File: config.mk
export PLATFORM = sky130hd
export DESIGN_NAME = dead_time_monitor
export DESIGN_NICKNAME = d
export VERILOG_FILES = /design/src/rtl/dtm_pkg.sv /design/src/rtl/dtm_sync2.sv /design/src/rtl/dead_time_monitor.sv
export SDC_FILE = /design/constraint.sdc
export NUM_CORES = 1
export LEC_CHECK = 0
export CAP_MARGIN = 25
export CORE_MARGIN = 2
export CORE_UTILIZATION = 52
export CTS_BUF_LIST = sky130_fd_sc_hd__clkbuf_16
export DETAILED_ROUTE_END_ITERATION = 16
export GPL_ROUTABILITY_DRIVEN = 0
export PLACE_DENSITY = 0.78
export RECOVER_POWER = 100
export SYNTH_ARGS = -nofsm -noshare
export SYNTH_HDL_FRONTEND = slang
export SYNTH_HIERARCHICAL = 1
export SYNTH_SLANG_ARGS = --single-unit
File: constraint.sdc
create_clock -name CLK -period 2.7 [get_ports CLK]
set_clock_uncertainty 0.1 [all_clocks]
set_input_delay 0.54 -clock CLK [delete_from_list [all_inputs] [get_ports CLK]]
set_output_delay 0.54 -clock CLK [all_outputs]
set_load 0.05 [all_outputs]
File: src/rtl/dtm_pkg.sv
// Shared definitions for the gate-drive dead-time monitor: FSM state encoding
// and the default dead-time minimum, which the dead-time generator also uses.
package dtm_pkg;

  typedef enum logic [1:0] {
    ST_OFF   = 2'd0,
    ST_HS_ON = 2'd1,
    ST_LS_ON = 2'd2,
    ST_FAULT = 2'd3
  } dtm_state_e;

  localparam int unsigned DTM_MIN_DT = 11;

endpackage

File: src/rtl/dtm_sync2.sv
// 1-bit two-flop synchronizer with asynchronous active-high reset.
module dtm_sync2 (
  input  logic CLK,
  input  logic RST,
  input  logic D,
  output logic Q
);

  logic meta;

  always_ff @(posedge CLK or posedge RST) begin
    if (RST) begin
      meta <= 1'b0;
      Q    <= 1'b0;
    end else begin
      meta <= D;
      Q    <= meta;
    end
  end

endmodule

File: src/rtl/dead_time_monitor.sv
// Dead-time monitor for one inverter leg: measures HS/LS off-gaps and latches
// shoot-through. Define DTM_SYNC_EN to put two-flop synchronizers on HS/LS.
module dead_time_monitor
  import dtm_pkg::*;
#(
  parameter int unsigned CNT_W  = 8,
  parameter int unsigned MIN_DT = DTM_MIN_DT
) (
  input  logic             CLK,
  input  logic             RST,
  input  logic             HS,
  input  logic             LS,
  input  logic             CLR,
  output logic [CNT_W-1:0] DT_MEAS,
  output logic             DT_VALID,
  output logic             DT_ERR,
  output logic             SHOOT,
  output logic [7:0]       FAULT_CNT
);

  logic hs_q, ls_q;

`ifdef DTM_SYNC_EN
  dtm_sync2 u_sync_hs (.CLK(CLK), .RST(RST), .D(HS), .Q(hs_q));
  dtm_sync2 u_sync_ls (.CLK(CLK), .RST(RST), .D(LS), .Q(ls_q));
`else
  assign hs_q = HS;
  assign ls_q = LS;
`endif

  logic h, l;

  always_ff @(posedge CLK or posedge RST) begin
    if (RST) begin
      h <= 1'b0;
      l <= 1'b0;
    end else begin
      h <= hs_q;
      l <= ls_q;
    end
  end

  dtm_state_e       state, state_nx;
  logic [CNT_W-1:0] gap, gap_nx;
  logic             armed, armed_nx;
  logic             on_entry, fault_entry, meas;
  logic [CNT_W-1:0] dt_meas_nx;
  logic             dt_valid_nx, dt_err_nx, shoot_nx;
  logic [7:0]       fault_cnt_nx;

  always_ff @(posedge CLK or posedge RST) begin
    if (RST) state <= ST_OFF;
    else     state <= state_nx;
  end

  always_comb begin
    state_nx     = ST_OFF;
    gap_nx       = '0;
    armed_nx     = armed;
    dt_meas_nx   = DT_MEAS;
    dt_valid_nx  = 1'b0;
    dt_err_nx    = 1'b0;
    shoot_nx     = SHOOT;
    fault_cnt_nx = FAULT_CNT;

    unique case ({h, l})
      2'b11:   state_nx = ST_FAULT;
      2'b10:   state_nx = ST_HS_ON;
      2'b01:   state_nx = ST_LS_ON;
      default: state_nx = ST_OFF;
    endcase

    // The gap is the number of both-low samples seen since the last on-sample
    if ({h, l} == 2'b00) gap_nx = (gap == '1) ? gap : gap + CNT_W'(1);

    on_entry    = (state_nx == ST_HS_ON || state_nx == ST_LS_ON) && (state_nx != state);
    fault_entry = (state_nx == ST_FAULT) && (state != ST_FAULT);
    meas        = on_entry && armed && (state != ST_FAULT);

    if (meas) begin
      dt_meas_nx  = gap;
      dt_valid_nx = 1'b1;
      dt_err_nx   = (32'(gap) < MIN_DT);
    end

    if (CLR) armed_nx = 1'b0;
    if (on_entry) armed_nx = 1'b1;

    // A fault entry in the same cycle as CLR restarts the count at one
    if (fault_entry) begin
      shoot_nx     = 1'b1;
      fault_cnt_nx = CLR ? 8'd1 : ((FAULT_CNT == 8'hFF) ? FAULT_CNT : FAULT_CNT + 8'd1);
    end else if (CLR) begin
      shoot_nx     = 1'b0;
      fault_cnt_nx = '0;
    end
  end

  always_ff @(posedge CLK or posedge RST) begin
    if (RST) begin
      gap       <= '0;
      armed     <= 1'b0;
      DT_MEAS   <= '0;
      DT_VALID  <= 1'b0;
      DT_ERR    <= 1'b0;
      SHOOT     <= 1'b0;
      FAULT_CNT <= '0;
    end else begin
      gap       <= gap_nx;
      armed     <= armed_nx;
      DT_MEAS   <= dt_meas_nx;
      DT_VALID  <= dt_valid_nx;
      DT_ERR    <= dt_err_nx;
      SHOOT     <= shoot_nx;
      FAULT_CNT <= fault_cnt_nx;
    end
  end

endmodule

**Cell area per tile**

12 x 12 tiles, from white (low) to dark blue (high), 0 to 100% covered.
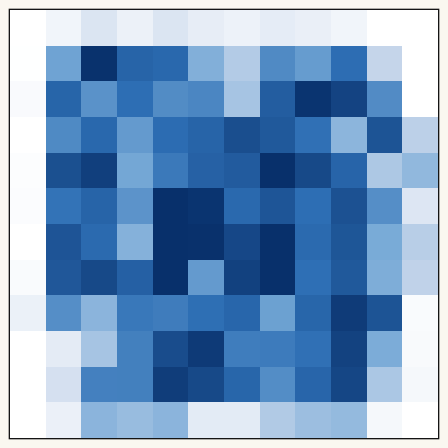
38% of the tiles are over 75% full. The mean over all tiles is 54%. The emptiest ninth of the die: south-west. The densest ninth of the die: center. 9.7% of the tiles are nearly empty.
Core Util, Final: 68.2%
core area: 0.00278 mm²

**A small window of the routed layout**

Window x 34 to 54, y 34 to 54 µm. Cells in gray, sequential cells in the stronger gray; small squares are vias.
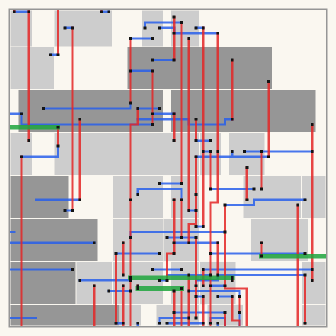
Key: metal 1 = blue; metal 2 = red; metal 3 = green
25 logic cells have their middle in the window. Most frequent: dfrtp_1 (5), nor2_1 (3), dlygate4sd3_1 (3). Sequential cells in the window: 5. Netlist names of flops here include `FAULT_CNT` (4), `DT_MEAS` (1).

==> metrics.csv <==
stage,metric,value,unit
critical_path,crit_family,buffers and inverters,
power,p_seq,0.000522,W
final_layout,seq_cell_count,32,
global_routing,use_met2,35.0,%
cts,cts_setup_buffers,0,
global_routing,grt-ovfl-total,0,
critical_path,cp_num_buf_inv,1,
synth,synthTopCellsByArea,"dfrtp_1, mux2_4, ha_1, nor2_1, mux2i_1",
synth,synthCells,135,
final_layout,comb_area_share,34.6,%
hold_path,hold_end,SHOOT$_DFFE_PP0P_,
cts,insertion_delay,270,ps
synth,flop_cell,dfrtp_1,
cts,cts_inserted_buffers,5,
hold_path,hold_path_depth,1,
critical_path,endpoint_kind,primary output,
drt,wl_met2,1600,µm
drt,drcViolationCount,0,
sta,period_needed,2250,ps
floorplan,die_area,0.00342,mm²
drt,wl,2940,µm
global_routing,grt_use_met1,22.8,%
critical_path,cp.depth,1,
final_layout,area_growth,23.0,%
critical_path,slowest_stage,dlygate4sd3_1,
sta,finalSetupViolations,0,
synth,fp_nets,148,
synth,compound_area_share,11.4,%
status,status,completed,
**Cell outlines without signal wires**

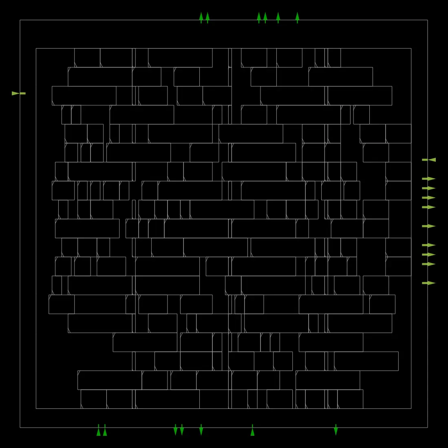
sequential cell area share: 42.2%
Tapcells: 31
fill cell count: 218
fin cells: 195
row count: 19

Power is estimated from default activity; no workload was simulated.
